### Close-up of the layout

Window x 74 to 104, y 12 to 42 um. Cells in gray, sequential cells in the stronger gray; small squares are vias.
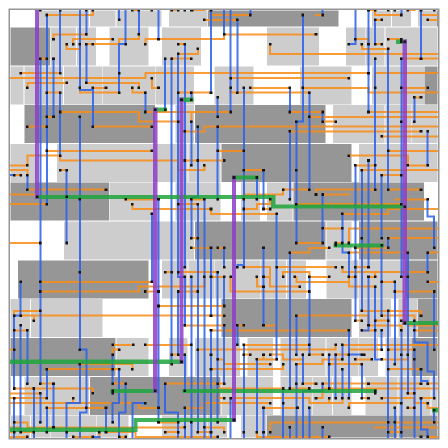
### Clock wiring as the flow saved it

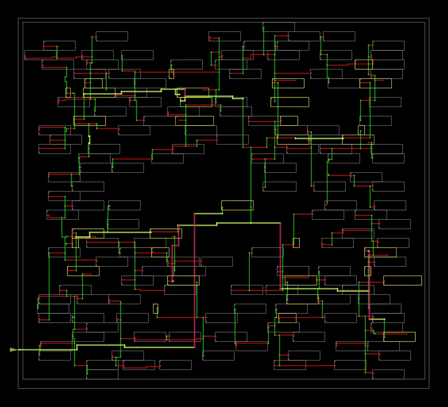
### Clock distribution

The bar under the picture is 20 um long.
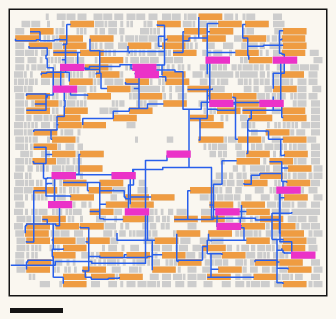
### Sequential cells grouped by signal name

The bar under the picture is 20 um long. Other sequential cells in the stronger gray, the rest of the logic in the fainter gray.
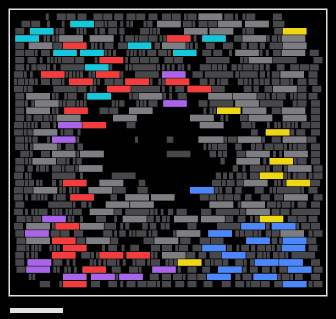
File: src/rtl/l2_access_controller.sv
// L2 access sequencer: arbitrates L1-I/L1-D, looks up the tag array,
// services misses from memory and fills a victim way.
module l2_access_controller #(
    parameter int TAG_WIDTH    = 12,
    parameter int INDEX_WIDTH  = 10,
    parameter int OFFSET_WIDTH = 6,
    parameter int DATA_WIDTH   = 8
) (
    input  logic                                       clock,
    input  logic                                       reset_n,
    input  logic                                       req0Valid,
    input  logic [TAG_WIDTH+INDEX_WIDTH+OFFSET_WIDTH-1:0] req0Addr,
    output logic                                       req0Ready,
    input  logic                                       req1Valid,
    input  logic [TAG_WIDTH+INDEX_WIDTH+OFFSET_WIDTH-1:0] req1Addr,
    output logic                                       req1Ready,
    output logic                                       respValid,
    output logic                                       respId,
    output logic                                       respHit,
    output logic [DATA_WIDTH-1:0]                      respData,
    output logic                                       lookupValid,
    output logic [INDEX_WIDTH-1:0]                     lookupIndex,
    output logic [TAG_WIDTH-1:0]                       lookupTag,
    input  logic                                       hit,
    input  logic [DATA_WIDTH-1:0]                      lookupData,
    input  logic [7:0]                                 wayValid,
    output logic                                       memReqValid,
    input  logic                                       memReqReady,
    output logic [TAG_WIDTH+INDEX_WIDTH+OFFSET_WIDTH-1:0] memReqAddr,
    input  logic                                       memRespValid,
    input  logic [DATA_WIDTH-1:0]                      memRespData,
    output logic                                       fillEn,
    output logic [INDEX_WIDTH-1:0]                     fillIndex,
    output logic [2:0]                                 fillWay,
    output logic [TAG_WIDTH-1:0]                       fillTag,
    output logic [DATA_WIDTH-1:0]                      fillData,
    output logic [15:0]                                hitCount,
    output logic [15:0]                                missCount
);

    localparam int ADDR_WIDTH = TAG_WIDTH + INDEX_WIDTH + OFFSET_WIDTH;

    typedef enum logic [2:0] {
        IDLE, LOOKUP, COMPARE, MISS_REQ, MISS_WAIT, FILL, RESPOND
    } state_t;

    state_t                  state_q;
    logic                    lastGrant_q;
    logic                    id_q;
    logic [7:0]              wayValid_q;
    logic [2:0]              victimPtr_q;
    logic                    respValid_q, respId_q, respHit_q;
    logic [DATA_WIDTH-1:0]   respData_q;
    logic                    lookupValid_q;
    logic [INDEX_WIDTH-1:0]  lookupIndex_q;
    logic [TAG_WIDTH-1:0]    lookupTag_q;
    logic                    memReqValid_q;
    logic [ADDR_WIDTH-1:0]   memReqAddr_q;
    logic                    fillEn_q;
    logic [INDEX_WIDTH-1:0]  fillIndex_q;
    logic [2:0]              fillWay_q;
    logic [TAG_WIDTH-1:0]    fillTag_q;
    logic [DATA_WIDTH-1:0]   fillData_q;
    logic [15:0]             hitCount_q, missCount_q;

    logic                    grant0_d, grant1_d;
    logic [ADDR_WIDTH-1:0]   reqAddr_d;
    logic                    freeFound_d;
    logic [2:0]              freeWay_d;
    logic [15:0]             hitInc_d, missInc_d;
    logic                    unused_offset;

    // Round-robin: on a tie the port that did not win last time goes
    assign grant0_d  = (state_q == IDLE) && req0Valid && (!req1Valid || lastGrant_q);
    assign grant1_d  = (state_q == IDLE) && req1Valid && (!req0Valid || !lastGrant_q);
    assign req0Ready = grant0_d;
    assign req1Ready = grant1_d;
    assign reqAddr_d = grant1_d ? req1Addr : req0Addr;

    // Byte offset never matters to a line-granular lookup
    assign unused_offset = ^{req0Addr[OFFSET_WIDTH-1:0], req1Addr[OFFSET_WIDTH-1:0]};

    assign hitInc_d  = (hitCount_q == 16'hFFFF) ? hitCount_q : hitCount_q + 16'd1;
    assign missInc_d = (missCount_q == 16'hFFFF) ? missCount_q : missCount_q + 16'd1;

    // Lowest-numbered invalid way of the looked-up set
    always_comb begin
        freeFound_d = 1'b0;
        freeWay_d   = 3'd0;
        for (int w = 7; w >= 0; w--) begin
            if (!wayValid_q[w]) begin
                freeFound_d = 1'b1;
                freeWay_d   = 3'(w);
            end
        end
    end

    // Access sequencer with registered, state-decoded outputs
    always_ff @(posedge clock or negedge reset_n) begin
        if (!reset_n) begin
            state_q       <= IDLE;
            lastGrant_q   <= 1'b1;
            id_q          <= 1'b0;
            wayValid_q    <= 8'd0;
            victimPtr_q   <= 3'd0;
            respValid_q   <= 1'b0;
            respId_q      <= 1'b0;
            respHit_q     <= 1'b0;
            respData_q    <= '0;
            lookupValid_q <= 1'b0;
            lookupIndex_q <= '0;
            lookupTag_q   <= '0;
            memReqValid_q <= 1'b0;
            memReqAddr_q  <= '0;
            fillEn_q      <= 1'b0;
            fillIndex_q   <= '0;
            fillWay_q     <= 3'd0;
            fillTag_q     <= '0;
            fillData_q    <= '0;
            hitCount_q    <= 16'd0;
            missCount_q   <= 16'd0;
        end else begin
            lookupValid_q <= 1'b0;
            fillEn_q      <= 1'b0;
            respValid_q   <= 1'b0;
            unique case (state_q)
                IDLE: begin
                    if (grant0_d || grant1_d) begin
                        id_q          <= grant1_d;
                        lastGrant_q   <= grant1_d;
                        lookupTag_q   <= reqAddr_d[ADDR_WIDTH-1 -: TAG_WIDTH];
                        lookupIndex_q <= reqAddr_d[OFFSET_WIDTH +: INDEX_WIDTH];
                        lookupValid_q <= 1'b1;
                        state_q       <= LOOKUP;
                    end
                end
                LOOKUP: state_q <= COMPARE;
                COMPARE: begin
                    wayValid_q <= wayValid;
                    if (hit) begin
                        respData_q  <= lookupData;
                        respHit_q   <= 1'b1;
                        respId_q    <= id_q;
                        respValid_q <= 1'b1;
                        hitCount_q  <= hitInc_d;
                        state_q     <= RESPOND;
                    end else begin
                        missCount_q   <= missInc_d;
                        memReqValid_q <= 1'b1;
                        memReqAddr_q  <= {lookupTag_q, lookupIndex_q,
                                          {OFFSET_WIDTH{1'b0}}};
                        state_q       <= MISS_REQ;
                    end
                end
                MISS_REQ: begin
                    if (memReqReady) begin
                        memReqValid_q <= 1'b0;
                        state_q       <= MISS_WAIT;
                    end
                end
                MISS_WAIT: begin
                    if (memRespValid) begin
                        fillEn_q    <= 1'b1;
                        fillIndex_q <= lookupIndex_q;
                        fillTag_q   <= lookupTag_q;
                        fillData_q  <= memRespData;
                        fillWay_q   <= freeFound_d ? freeWay_d : victimPtr_q;
                        if (!freeFound_d) begin
                            victimPtr_q <= victimPtr_q + 3'd1;
                        end
                        state_q     <= FILL;
                    end
                end
                FILL: begin
                    respValid_q <= 1'b1;
                    respHit_q   <= 1'b0;
                    respId_q    <= id_q;
                    respData_q  <= fillData_q;
                    state_q     <= RESPOND;
                end
                RESPOND: state_q <= IDLE;
                default: state_q <= IDLE;
            endcase
        end
    end

    assign respValid   = respValid_q;
    assign respId      = respId_q;
    assign respHit     = respHit_q;
    assign respData    = respData_q;
    assign lookupValid = lookupValid_q;
    assign lookupIndex = lookupIndex_q;
    assign lookupTag   = lookupTag_q;
    assign memReqValid = memReqValid_q;
    assign memReqAddr  = memReqAddr_q;
    assign fillEn      = fillEn_q;
    assign fillIndex   = fillIndex_q;
    assign fillWay     = fillWay_q;
    assign fillTag     = fillTag_q;
    assign fillData    = fillData_q;
    assign hitCount    = hitCount_q;
    assign missCount   = missCount_q;

endmodule

File: config.mk
export PLATFORM = sky130hd
export DESIGN_NAME = l2_access_controller
export DESIGN_NICKNAME = d
export VERILOG_FILES = /design/src/rtl/l2_access_controller.sv
export SDC_FILE = /design/constraint.sdc
export NUM_CORES = 1
export LEC_CHECK = 0
export CORE_ASPECT_RATIO = 0.9
export CORE_MARGIN = 1
export CORE_UTILIZATION = 48
export CTS_CLUSTER_DIAMETER = 60
export CTS_CLUSTER_SIZE = 20
export DETAILED_ROUTE_END_ITERATION = 10
export PLACE_DENSITY = 0.91
export SLEW_MARGIN = 5
export SYNTH_ARGS = -nofsm -noshare
export SYNTH_HDL_FRONTEND = slang
export SYNTH_SLANG_ARGS = --single-unit
File: constraint.sdc
create_clock -name clock -period 4.7 [get_ports clock]
set_input_delay 0.94 -clock clock [delete_from_list [all_inputs] [get_ports clock]]
set_output_delay 0.94 -clock clock [all_outputs]
set_load 0.005 [all_outputs]
==> impl_metrics.toml <==
# yosys + openroad results
[clock_tree]
cts_buffer_depth = 2
post_cts_buffers = 0
cts_resized = 0
cts-root-buf = "clkbuf_16"
cts_tree = "yes"
numCtsBuffers = 17

[final_layout]
clkCellAreaFrac_pct = 7.10
final-nonclk-buf-share_pct = 23.8
design.seq.count = 139
design_area_sq_um = 8680
layout.nets = 907
comb_area_share_pct = 26.4
num-clock-buffers = 25
areaGrowthSynthToFinish_pct = 46.8
diodes = 0
drive_gt1_share_pct = 7.35
largest_reg_flops = 22

[setup_path]
slowest_delay_ps = 540
crit_path_start_kind = "input port"
regToRegSetupSlack_ps = 2120
cpLargestDelayFamily = "buffers and inverters"
crit_type = "input port to output pin"

[power_and_ir_drop]
power.share.switching_pct = 31.3
power_leader = "sequential cells"
p_leak_nw = 4.08
power_mw = 5.41
p_seq_share_pct = 39.0
p_switching_mw = 1.69
p_seq_mw = 2.11
power_frac_clock_pct = 25.7

[placed_design]
routabilityCongestion = 0.788
post-place-ws_ps = 1280
place.port_buffers = 199

[logic_synthesis]
synthTopCellsByCount = "nand2_1 (225), dfrtp_1 (138), nor2_1 (41)"
ys_sh_mux_pct = 4.00
ys_cells = 616
synthDistinctLibCells = 44
yosysTopAreaCell = "dfrtp_1"
netlist_area_sq_um = 5910
ys_sh_aoi_pct = 6.29
synth_cells = 616
most_common_cell = "nand2_1"
synth_seq_share_pct = 58.9
flop_cell = "dfrtp_1"
adder_share_pct = 0.635
top_cell_area_share_pct = 58.4
synth-edff-count = 0
synth_flops = 139

[worst_hold_path]
worstHoldStart = "lastGrant_q"
hold_path_depth = 2
hold_path_end = "lastGrant_q"

[global_route]
grtUsageTotal_pct = 27.0
grt_pass1_wl_mm = 26.0
globalRouteMet2Util_pct = 45.0
use_met1_pct = 32.3

[drt]
met1Wirelength_mm = 6.66
vias = 5182
drtIter0Drc = 450
drt.antenna.violating_nets = 0
drc = 0
wl_met3_mm = 1.27

[sta]
fin_crit_ps = 3420
relSlewSlack_pct = 34.4
worstMarginPinSlew_ps = 984
rsz0062_at_grt = "no"
maxSlewViolCount = 0
finalClockPeriodUsage_pct = 72.9
max_freq_mhz = 292

[die]
dieArea_sq_um = 12800
core_area_sq_um = 12000
fp.dieH_um = 107
row_count = 38

[run_status]
status = "complete, no violations"

[run]
max_cap_viol_count = 0
## Picture notes: 'Close-up of the layout'
metal 4 -> purple
metal 2 -> blue
metal 1 -> orange
metal 3 -> green
sequential cells in the window = 12
most frequent = dfrtp_1 (12), nand2_1 (7)
cells with their middle in the window = 72
netlist names of flops here include = hitCount (7)

## Picture notes: 'Clock wiring as the flow saved it'
TritonCTS Sinks: 139
worst skew pair latency: 420 ps

## Picture notes: 'Clock distribution'
clock drivers -> magenta  # count 17
clock wires -> blue  # length 1740 um
flip-flops -> orange  # count 139
flops lie = all over the die

## Picture notes: 'Sequential cells grouped by signal name'
fillIndex -> cyan  # placed flops 10
fillData -> yellow  # placed flops 8
hitCount -> blue  # placed flops 16, where south-east
memReqAddr -> red  # placed flops 22
fillTag -> purple  # placed flops 12
Finished Core Util: 72.1%
Flop area: 3480 sq um

[worst register-to-register path, stage by stage (launching register included)]
cell     delay, ps
dfrtp_1        510
nor2_1         220
nand3_2        470
buf_4          410
nor3_1         470
mux2_2         390
[worst max path at each step]
stage / start / end / slack (ps) / cells after the start
2_1_floorplan: req0Valid / req1Ready / 2070 / 5
3_3_place_gp: req1Valid / req0Ready / 1280 / 6
3_5_place_dp: req1Valid / req0Ready / 1280 / 6
4_1_cts: req1Valid / req0Ready / 1270 / 6
5_1_grt: req1Valid / req0Ready / 1170 / 6
6_report: req1Valid / req0Ready / 1280 / 6
